File: config.mk
export PLATFORM = sky130hd
export DESIGN_NAME = control_multiciclo
export DESIGN_NICKNAME = d
export VERILOG_FILES = /design/src/rtl/control_multiciclo_pkg.sv /design/src/rtl/control_multiciclo_decodificador_opcode.sv /design/src/rtl/control_multiciclo.sv
export SDC_FILE = /design/constraint.sdc
export NUM_CORES = 1
export LEC_CHECK = 0
export CAP_MARGIN = 20
export CORE_MARGIN = 2
export CORE_UTILIZATION = 25
export CTS_BUF_LIST = sky130_fd_sc_hd__clkbuf_16
export DETAILED_ROUTE_END_ITERATION = 8
export PLACE_DENSITY = 0.52
export REMOVE_ABC_BUFFERS = 1
export SKIP_LAST_GASP = 1
export SYNTH_ARGS = -nofsm -noshare
export SYNTH_HDL_FRONTEND = slang
export SYNTH_SLANG_ARGS = --single-unit
File: constraint.sdc
create_clock -name clk -period 3 [get_ports clk]
set_input_delay 0.6 -clock clk [delete_from_list [all_inputs] [get_ports clk]]
set_output_delay 0.6 -clock clk [all_outputs]
set_load 0.05 [all_outputs]
File: src/rtl/control_multiciclo_pkg.sv
// Shared definitions for the multicycle control unit: FSM state encoding,
// legal opcode values, ALU operation classes handed to ALU control, and the
// per-class control word produced by the opcode decoder.
package control_multiciclo_pkg;

  typedef enum logic [2:0] {
    IDLE,
    FETCH,
    DECODE,
    EXEC,
    MEM,
    WB,
    ERR
  } state_t;

  localparam logic [5:0] OP_RTYPE = 6'b000000;
  localparam logic [5:0] OP_LW    = 6'b100011;
  localparam logic [5:0] OP_SW    = 6'b101011;
  localparam logic [5:0] OP_BEQ   = 6'b000100;
  localparam logic [5:0] OP_ADDI  = 6'b001000;

  localparam logic [2:0] ALU_RTYPE = 3'b010;
  localparam logic [2:0] ALU_ADD   = 3'b000;
  localparam logic [2:0] ALU_SUB   = 3'b001;

  // Everything the FSM needs to know about an instruction class.
  typedef struct packed {
    logic [2:0] alu_op;     // dataUC value driven in EXEC
    logic       alu_src;    // immediate operand in EXEC
    logic       branch;     // BEQ: resolves and retires in EXEC
    logic       mem_access; // EXEC continues to MEM
    logic       mem_read;   // LW data access
    logic       mem_write;  // SW data access (retires in MEM)
    logic       reg_write;  // has a WB cycle
    logic       reg_dst;    // destination from rd field
    logic       mem_to_reg; // write-back data from memory
  } ctrl_t;

endpackage

File: src/rtl/control_multiciclo_decodificador_opcode.sv
// Combinational opcode decoder.
// Ports:
//   opcode : instruction bits 31:26
//   legal  : 1 when opcode is one of the supported instructions
//   ctrl   : per-class control word (all zero for illegal opcodes)
module decodificador_opcode
  import control_multiciclo_pkg::*;
(
  input  logic [5:0] opcode,
  output logic       legal,
  output ctrl_t      ctrl
);

  always_comb begin
    legal = 1'b1;
    ctrl  = '0;
    case (opcode)
      OP_RTYPE: begin
        ctrl.alu_op    = ALU_RTYPE;
        ctrl.reg_write = 1'b1;
        ctrl.reg_dst   = 1'b1;
      end
      OP_LW: begin
        ctrl.alu_op     = ALU_ADD;
        ctrl.alu_src    = 1'b1;
        ctrl.mem_access = 1'b1;
        ctrl.mem_read   = 1'b1;
        ctrl.reg_write  = 1'b1;
        ctrl.mem_to_reg = 1'b1;
      end
      OP_SW: begin
        ctrl.alu_op     = ALU_ADD;
        ctrl.alu_src    = 1'b1;
        ctrl.mem_access = 1'b1;
        ctrl.mem_write  = 1'b1;
      end
      OP_BEQ: begin
        ctrl.alu_op = ALU_SUB;
        ctrl.branch = 1'b1;
      end
      OP_ADDI: begin
        ctrl.alu_op    = ALU_ADD;
        ctrl.alu_src   = 1'b1;
        ctrl.reg_write = 1'b1;
      end
      default: legal = 1'b0;
    endcase
  end

endmodule

File: src/rtl/control_multiciclo.sv
// Multicycle processor control unit: FETCH/DECODE/EXEC/MEM/WB sequencing,
// datapath strobes, illegal-opcode trap and retired-instruction counter.
// Ports:
//   clk, rst_n        : clock, asynchronous active-low reset
//   start, halt       : begin execution from IDLE / stop at next retirement
//   Opcode            : IR bits 31:26, valid from DECODE onward
//   mem_ready         : memory access completes this cycle
//   Zero              : ALU zero flag (BEQ resolution in EXEC)
//   dataUC            : ALU operation class
//   MemRead..ALUSrc   : datapath strobes and selects
//   busy, err         : running / trapped on illegal opcode
//   instr_count       : retired instructions, wraps at 2^CNT_W
module control_multiciclo
  import control_multiciclo_pkg::*;
#(
  parameter int unsigned CNT_W = 16
) (
  input  logic             clk,
  input  logic             rst_n,
  input  logic             start,
  input  logic             halt,
  input  logic [5:0]       Opcode,
  input  logic             mem_ready,
  input  logic             Zero,
  output logic [2:0]       dataUC,
  output logic             MemRead,
  output logic             MemWrite,
  output logic             IorD,
  output logic             IRWrite,
  output logic             PCWrite,
  output logic             PCSrc,
  output logic             RegWrite,
  output logic             RegDst,
  output logic             MemtoReg,
  output logic             ALUSrc,
  output logic             busy,
  output logic             err,
  output logic [CNT_W-1:0] instr_count
);

  state_t           state;
  logic [5:0]       op_q;
  logic [5:0]       op_dec;
  logic [CNT_W-1:0] count;
  logic             legal;
  ctrl_t            ctrl;
  logic             retire;

  // In DECODE the opcode is not latched yet, so legality is judged on the
  // live IR bits; every later state decodes the latched copy.
  assign op_dec = (state == DECODE) ? Opcode : op_q;

  decodificador_opcode u_dec (
    .opcode (op_dec),
    .legal  (legal),
    .ctrl   (ctrl)
  );

  always_comb begin
    retire = 1'b0;
    case (state)
      EXEC:    retire = ctrl.branch;
      MEM:     retire = ctrl.mem_write && mem_ready;
      WB:      retire = 1'b1;
      default: retire = 1'b0;
    endcase
  end

  always_ff @(posedge clk or negedge rst_n) begin
    if (!rst_n) begin
      state <= IDLE;
      op_q  <= '0;
      count <= '0;
    end else begin
      case (state)
        IDLE:    if (start && !halt) state <= FETCH;
        FETCH:   if (mem_ready) state <= DECODE;
        DECODE: begin
          op_q  <= Opcode;
          state <= legal ? EXEC : ERR;
        end
        EXEC: begin
          if (ctrl.mem_access) state <= MEM;
          else if (!ctrl.branch) state <= WB;
        end
        MEM:     if (mem_ready && ctrl.mem_read) state <= WB;
        WB:      state <= WB;
        ERR:     state <= ERR;
        default: state <= IDLE;
      endcase
      // Retirement from EXEC, MEM or WB shares one exit: this assignment
      // overrides whatever the per-state branch chose above.
      if (retire) begin
        count <= count + 1'b1;
        state <= halt ? IDLE : FETCH;
      end
    end
  end

  always_comb begin
    dataUC   = ALU_ADD;
    MemRead  = 1'b0;
    MemWrite = 1'b0;
    IorD     = 1'b0;
    IRWrite  = 1'b0;
    PCWrite  = 1'b0;
    PCSrc    = 1'b0;
    RegWrite = 1'b0;
    RegDst   = 1'b0;
    MemtoReg = 1'b0;
    ALUSrc   = 1'b0;
    err      = 1'b0;
    case (state)
      FETCH: begin
        MemRead = 1'b1;
        IRWrite = mem_ready;
        PCWrite = mem_ready;
      end
      EXEC: begin
        dataUC = ctrl.alu_op;
        ALUSrc = ctrl.alu_src;
        if (ctrl.branch) begin
          PCWrite = Zero;
          PCSrc   = 1'b1;
        end
      end
      MEM: begin
        IorD     = 1'b1;
        MemRead  = ctrl.mem_read;
        MemWrite = ctrl.mem_write;
      end
      WB: begin
        RegWrite = ctrl.reg_write;
        RegDst   = ctrl.reg_dst;
        MemtoReg = ctrl.mem_to_reg;
      end
      ERR:     err = 1'b1;
      default: ;
    endcase
  end

  assign busy        = (state != IDLE) && (state != ERR);
  assign instr_count = count;

endmodule
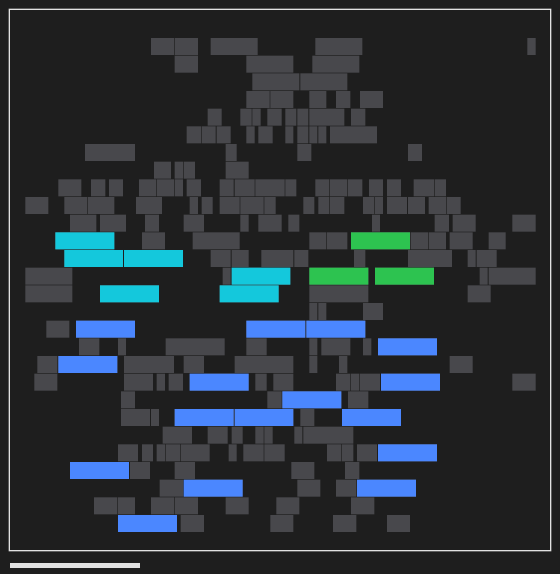
Figure 1: run 1, sequential cells grouped by signal name.
Bar = 20 um. Other cells in gray.
- cyan: op_q (placed flops 6; where left middle)
- blue: instr_count (placed flops 16)
- green: state (placed flops 3)

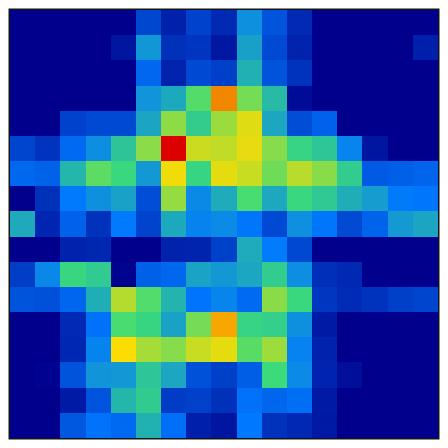
Figure 2: run 1, signal metal coverage by tile.
The die is cut into 17 by 17 equal tiles; dark blue is low, red is high, scaled to the fullest tile. Values are wire area over tile area, all layers added.
- densest ninth of the die: middle
- fullest tile: 0.40
- nearly empty tiles: 31%
- tiles over half the peak: 12%
- emptiest ninth of the die: top right

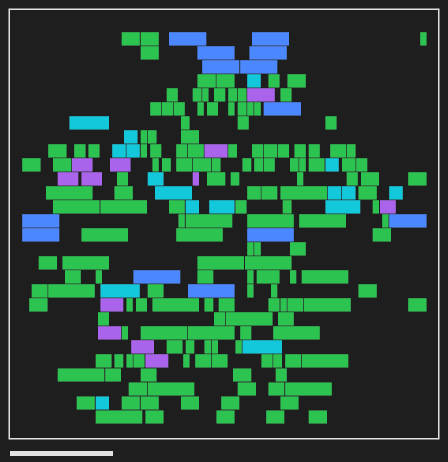
Figure 3: run 1, drive-strength map.
Bar = 20 um.
- purple: _2 cells (cells 12)
- green: _0 and _1 cells (cells 164)
- cyan: _3 and _4 cells (cells 17)
- blue: _6 and larger (cells 13)

==> flow_summary_export.csv, run 1 <==
group,metric,value,unit
setup_path,worstSetupPathType,"in -> out",
setup_path,crit_required,2.40,ns
power_and_ir_drop,total_power,2060,uW
die,core.rowCount,28,
logic_synthesis,synthArstFlopShare,1.00,
route,postRouteAntennaNets,0,
outcome,outcome,"finished clean",
setup_path,crit_path_end,"dataUC[1]",
cts,cts-root-buf,"clkbuf_16",
grt,grt_start_max_net_pins,26,
logic_synthesis,synth_top_cell_by_area,"dfrtp_1",
die,io_pins,43,
sta,layout_min_cycle_time,2.87,ns
setup_path,r2r_slack,0.58,ns
cts,clock-sinks,25,
route,first_pass_iters,4,
die,core_area,5990,um2
grt,grt_use_total,0.113,
route,post_drt_wl_per_cell,13.6,um
logic_synthesis,netlist_instances,159,
setup_path,path_depth,7,
setup_path,critPathCaptureType,"output port",
cts,cts_tree,"yes",
cells_and_area,num-fill-cells,599,
sta,setup_viol,0,
power_and_ir_drop,p_int,1080,uW
route,drt-initial-drc-count,94,
logic_synthesis,topCellsByArea,"dfrtp_1 40%, xor2_1 5.6%, nand2_1 4.1%",
power_and_ir_drop,p_clk_frac,0.140,
place,portBuffers,41,
setup_path,critPathArrivalTime,2.27,ns
setup_path,r2r-end,"instr_count[12]",
sta,hold_viol,0,
logic_synthesis,synthesis.area,1570,um2
cts,worstSkewPairLatency,0.25,ns
cells_and_area,post-route-util,0.383,
logic_synthesis,ff_type,"dfrtp_1",
power_and_ir_drop,p_sw_frac,0.478,
setup_path,critPathLaunch,"Opcode[0]",
power_and_ir_drop,p_sw,983,uW
place,gp_congestion,0.797,
setup_path,crit_chain,"clkdlybuf4s50_1 > nor4_4 > buf_4 > a31oi_1 > nor4b_2 > buf_4 > buf_12",
power_and_ir_drop,power.static_leakage,0.000879,uW
power_and_ir_drop,p_comb_frac,0.585,
setup_path,cpMostUsedCell,"buf_4",
setup_path,cp_top_family,"buffers and inverters",
sta,worst_slew_pin_slew,0.500,ns
cts,clockBufferDepth,2,
place,placed_cell_area,2190,um2
setup_path,r2r_cells,8,
route,vias,1338,
grt,grt_pass1_wl,6530,um
cells_and_area,comb_area,907,um2
sta,fin_hold_ws,0.478,ns
power_and_ir_drop,vdd_drop_max,0.000362,V
logic_synthesis,ys_seq_frac,0.400,
cts,htree_num_levels,1,
flow_run,maxCapViolCount,0,
die,die_w,83.1,um
cts,path_clk_slew,0.06,ns
logic_synthesis,avgSynthCellArea,9.84,um2
route,via_per_inst,4.76,
worst_hold_path,hold_depth,1,
cells_and_area,finalNetCount,220,
cts,cts_setup_buffers,0,
route,wl,3830,um
place,hpwl,2910,um
sta,slew_headroom,0.666,
logic_synthesis,yosysCellCount,159,
grt,grt_pass1_vias,1309,
logic_synthesis,yosys_area,1570,um2
power_and_ir_drop,power.density,896,nW/um2
setup_path,r2r-start,"state[2]",
route,drcViolationCount,0,
power_and_ir_drop,pwr-share-seq,0.275,
cts,numCtsBuffers,3,
logic_synthesis,synth_flop_count,25,
logic_synthesis,yosysWarnings,0,
cells_and_area,flop_area,626,um2
flow_run,tool_warnings,26,
setup_path,path_buffers,4,
setup_path,cp-start-kind,"input pin",
logic_synthesis,ys_types,44,
cells_and_area,syn_to_final_growth,46.7,%
logic_synthesis,common_cells,"25 x dfrtp_1, 17 x nand2_1, 10 x xor2_1",
setup_path,slowest_stage,"clkdlybuf4s50_1",
sta,fin_crit_sh,0.956,
logic_synthesis,edf_count,0,
logic_synthesis,top_area_frac,0.400,
die,die_y,83.1,um
cells_and_area,layout-drive-gt1-share,0.204,
grt,grt.overflow.total,0,
setup_path,critPathMaxFanout,4,
die,dieArea,6910,um2
cells_and_area,postLayoutCellArea,2300,um2
worst_hold_path,min_path_type,"reg -> reg",
die,floorplanUtilization,0.261,
sta,fmax,349,MHz
grt,antenna_found_initial,0,
sta,layout_setup_ws,0.133,ns
sta,slew_viol_final,0,
sta,rsz0062_at_grt,"yes",
sta,clock_skew,0.00281,ns
cells_and_area,diodes,0,
logic_synthesis,synth.most_common_cell,"dfrtp_1",
setup_path,critical-path-max-stage-delay,0.48,ns
place,dpl_worst_slack,0.0327,ns
[run 1: how the worst min path moves through the flow]
stage                     from              end  slack [ns]
2_1_floorplan            rst_n   instr_count[0]        0.30
3_3_place_gp   instr_count[15]  instr_count[15]        0.47
3_5_place_dp   instr_count[15]  instr_count[15]        0.48
4_1_cts        instr_count[15]  instr_count[15]        0.48
5_1_grt        instr_count[15]  instr_count[15]        0.51
6_report       instr_count[15]  instr_count[15]        0.48
[run 1: per-layer routing]
layer	vias to the layer above	track usage	share of wire
met4	0	0.0268	0.0042
met5	-	0	0
li1	671	-	-
met1	633	0.168	0.49
met3	2	0.0239	0.037
met2	32	0.168	0.47
[run 1: power by group through the flow]
stage	registers, uW	logic, uW	clock network [uW]
floorplan	729	626	0
finish	566	1200	288
CTS	564	1200	298
detailed placement	570	1200	0
global placement	570	1200	0
global route	586	1300	312
[run 1: per-stage QoR]
stage	cells	TNS, ns
2_1_floorplan	152	-1.68
3_3_place_gp	277	0
3_5_place_dp	277	0
4_1_cts	281	0
5_1_grt	281	-0.0272
6_report	281	0
[run 1: flip-flops by register name, summed over array words and instances (netlist names)]
signal       flops
state            3
op_q             6
instr_count     16
[run 1: cell type report]
| type | instances | area share |
|---|---|---|
| Clock buffer | 3 | 0.0327 |
| Clock inverter | 1 | 0.00163 |
| Inverter | 4 | 0.00654 |
| Multi-Input combinational cell | 123 | 0.395 |
| Sequential cell | 25 | 0.272 |
| Tap cell | 75 | 0.0409 |
| Timing Repair Buffer | 50 | 0.251 |
[run 1: cells by family (layout without fill, tap and decap cells)]
group                    after synthesis  count (layout)  synth area share
other                                  1               1           0.00240
multiplexers                           6               6            0.0416
AND/OR/NAND/NOR                       78              78             0.329
flip-flops                            25              25             0.400
AND-OR/OR-AND                         22              22            0.0983
XOR/XNOR                              15              15            0.0839
buffers and inverters                 11              58            0.0368
adder cells (fa/ha/maj)                1               1           0.00799
[run 1: timing repair]
action / CTS / global route
resized: 0 / 4
hold buffers: 0 / 0
setup endpoints to repair: 0 / 5
[run 1: cells in the final DEF, fill, tap and decap left out, types with 4 or more instances in the layout]
cell	Yosys	final
nor2_1	7	7
dfrtp_1	25	25
and3_1	4	4
or3_1	4	4
mux2_2	4	4
nand4_1	5	5
nand3_1	5	5
nor3_1	5	5
nor4_2	5	4
xnor2_1	5	5
xor2_1	10	10
a21oi_1	5	4
inv_1	3	4
nand2b_1	4	4
buf_4	2	10
nor2b_1	7	7
buf_12	0	10
nand2_1	17	17
clkdlybuf4s50_1	0	30
o21ai_0	5	5
--- run 2 (diff from run 1) ---
--- a/config.mk
+++ b/config.mk
@@ -7,10 +7,10 @@
 export LEC_CHECK = 0
 export CAP_MARGIN = 20
 export CORE_MARGIN = 2
-export CORE_UTILIZATION = 25
+export CORE_UTILIZATION = 30
 export CTS_BUF_LIST = sky130_fd_sc_hd__clkbuf_16
 export DETAILED_ROUTE_END_ITERATION = 8
-export PLACE_DENSITY = 0.52
+export PLACE_DENSITY = 0.59
 export REMOVE_ABC_BUFFERS = 1
 export SKIP_LAST_GASP = 1
 export SYNTH_ARGS = -nofsm -noshare
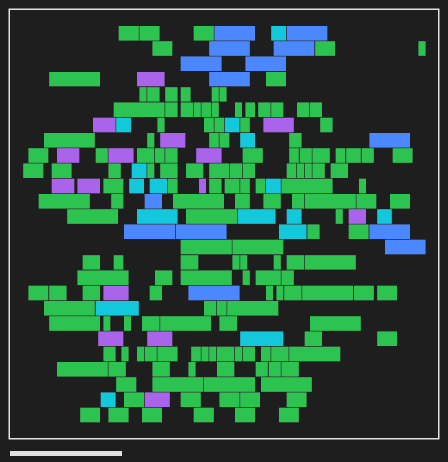
Figure 4: run 2, drive-strength map.
Bar = 20 um.
- blue: _6 and larger (cells 14)
- purple: _2 cells (cells 15)
- green: _0 and _1 cells (cells 161)
- cyan: _3 and _4 cells (cells 16)

==> run 2 against run 1 <==
Against the previous run: maximum frequency is 0.32% higher; global-route usage increased by 2.3 points; clock skew is 0.0038 ns higher; synthesized cell count unchanged; largest cell class unchanged; flip-flop count unchanged; clock power up 8.3%; critical endpoint unchanged; die area shrank 16%; register-to-register slack about the same; sequential power up 4.8%.
==> flow_summary_export.csv, run 2 <==
group,metric,value,unit
route,drcViolationCount,0,
setup_path,worstSetupPathType,"in -> out",
sta,setup_viol,0,
cells_and_area,largest_reg_flops,16,
die,die_y,76.2,um
sta,hold_viol,0,
logic_synthesis,synth_flop_count,25,
route,vias,1349,
cells_and_area,final_cell_mix,"30 x clkdlybuf4s50_1, 25 x dfrtp_1, 17 x nand2_1",
logic_synthesis,yosysWarnings,0,
logic_synthesis,netlist_instances,159,
grt,grt_pass1_wl,6610,um
flow_run,tool_warnings,25,
logic_synthesis,edf_count,0,
grt,grt_use_total,0.137,
worst_hold_path,min_path_type,"reg -> reg",
cells_and_area,layout-drive-gt1-share,0.218,
worst_hold_path,hold_depth,1,
cts,numCtsBuffers,3,
cts,htree_num_levels,1,
logic_synthesis,ff_type,"dfrtp_1",
sta,fin_crit_sh,0.953,
die,floorplanUtilization,0.308,
logic_synthesis,synth.most_common_cell,"dfrtp_1",
power_and_ir_drop,vdd_drop_max,0.000395,V
logic_synthesis,yosys_area,1570,um2
die,die_w,76.2,um
sta,slew_headroom,0.660,
power_and_ir_drop,power.static_leakage,0.000879,uW
route,wl,3770,um
grt,antenna_found_initial,0,
cts,path_clk_slew,0.07,ns
logic_synthesis,topCellsByArea,"dfrtp_1 40%, xor2_1 5.6%, nand2_1 4.1%",
cells_and_area,diodes,0,
logic_synthesis,ys_types,44,
die,core.rowCount,26,
cts,worstSkewPairLatency,0.26,ns
cells_and_area,num-fill-cells,493,
logic_synthesis,synth_top_cell_by_area,"dfrtp_1",
sta,fmax,350,MHz
route,first_pass_iters,4,
logic_synthesis,avgSynthCellArea,9.84,um2
route,drt-initial-drc-count,96,
setup_path,crit_required,2.40,ns
place,gp_congestion,0.812,
cts,cts_tree,"yes",
cells_and_area,layout_top_cell,"clkdlybuf4s50_1",
cells_and_area,finalNetCount,220,
flow_run,maxCapViolCount,0,
place,hpwl,2790,um
cts,cts-root-buf,"clkbuf_16",
logic_synthesis,top_area_frac,0.400,
setup_path,crit_path_end,"dataUC[1]",
sta,clock_skew,0.00661,ns
place,place_inst,272,
sta,worst_slew_pin_slew,0.509,ns
setup_path,cp-start-kind,"input pin",
route,via_per_inst,4.89,
sta,layout_min_cycle_time,2.86,ns
setup_path,critPathLaunch,"Opcode[0]",
logic_synthesis,common_cells,"25 x dfrtp_1, 17 x nand2_1, 10 x xor2_1",
cts,clock-sinks,25,
outcome,outcome,"finished clean",
die,dieArea,5810,um2
logic_synthesis,synthesis.area,1570,um2
setup_path,critPathArrivalTime,2.26,ns
setup_path,r2r-start,"state[2]",
setup_path,r2r-end,"instr_count[12]",
setup_path,r2r_cells,8,
setup_path,r2r_slack,0.58,ns
die,io_pins,43,
setup_path,critPathCaptureType,"output port",
setup_path,critPathMaxFanout,4,
sta,slew_viol_final,0,
grt,grt_pass1_vias,1323,
grt,grt_start_max_net_pins,26,
logic_synthesis,yosysCellCount,159,
route,postRouteAntennaNets,0,
cells_and_area,syn_to_final_growth,46.7,%
sta,rsz0062_at_grt,"no",
cts,clockBufferDepth,2,
power_and_ir_drop,power.density,908,nW/um2
route,post_drt_wl_per_cell,13.7,um
die,core_area,5070,um2
logic_synthesis,ys_seq_frac,0.400,
place,portBuffers,41,
cts,cts_hold_repair.buffers,0,
grt,grt.overflow.total,0,
logic_synthesis,synthArstFlopShare,1.00,
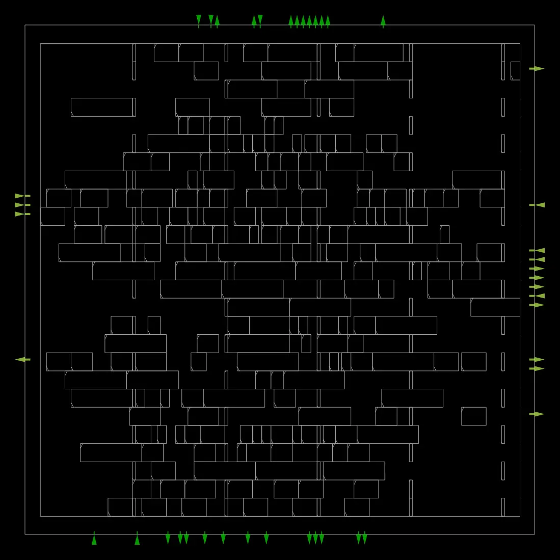
Figure 5: run 2, placed standard cells.
fin cells: 276
Finished Core Util: 0.452

==> run 2: worst min-delay path by stage <==
stage / startpoint / to / slack [ns]
floorplan: rst_n / instr_count[0] / 0.30
global route: instr_count[15] / instr_count[15] / 0.50
global placement: instr_count[15] / instr_count[15] / 0.46
finish: instr_count[15] / instr_count[15] / 0.47
CTS: instr_count[15] / instr_count[15] / 0.48
detailed placement: instr_count[15] / instr_count[15] / 0.47
==> run 2: cell type report <==
type / instances / area (um2) / share of cell area
multi-input combinational: 123 / 908 / 0.396
sequential: 25 / 626 / 0.272
timing repair buffer: 50 / 576 / 0.251
tap: 70 / 87.6 / 0.0381
clock buffer: 3 / 75.1 / 0.0327
inverter: 4 / 15.0 / 0.00654
clock inverter: 1 / 8.76 / 0.00381
==> run 2: repair_timing <==
item                                    CTS  global route
pin swaps                                 0             2
resized                                   1             4
endpoints found under the setup margin    1             5
setup buffers                             0             0
==> run 2: report_power, final <==
group	switching [uW]	internal (uW)	total [uW]
Combinational	724	457	1180
Clock	128	184	312
Sequential	150	443	593
Total	1000	1080	2090
==> run 2: logic make-up (layout without fill, tap and decap cells) <==
family                     count (synthesis)  in the layout  synth area share
and+or+nand+nor                           78             78             0.329
xor gates and xnor gates                  15             15            0.0839
buffers and inverters                     11             58            0.0368
AOI/OAI and AO/OA                         22             22            0.0983
adders and majority gates                  1              1           0.00799
DFF                                       25             25             0.400
muxes                                      6              6            0.0416
other                                      1              1           0.00240
==> run 2: worst max-delay path: stages <==
cell             delay (ns)
clkdlybuf4s50_1        0.45
nor4_2                 0.30
buf_4                  0.17
a31oi_2                0.13
nor4b_2                0.32
buf_4                  0.16
buf_12                 0.12
==> run 2: layer usage <==
metal / up-vias / wire length, um / track usage / part of all wire
met5: - / 0 / 0 / 0
met4: 0 / 34 / 0.0382 / 0.0090
met3: 2 / 140 / 0.0284 / 0.037
met2: 28 / 1720 / 0.206 / 0.46
met1: 653 / 1880 / 0.198 / 0.50
li1: 666 / - / - / -
==> run 2: through the flow <==
stage          hold WS [ns]  cell area, um2  setup WS, ns  TNS, ns  power [uW]
3_3_place_gp          0.465            2190        0.0332        0        1760
6_report              0.465            2300         0.142        0        2090
5_1_grt               0.504            2300       0.00276        0        2220
2_1_floorplan         0.304            1520        -0.776    -1.68        1360
3_5_place_dp          0.466            2190       0.00285        0        1760
4_1_cts               0.476            2280        0.0713        0        2080
No activity file was given, so power comes from the tool's default toggle rates.
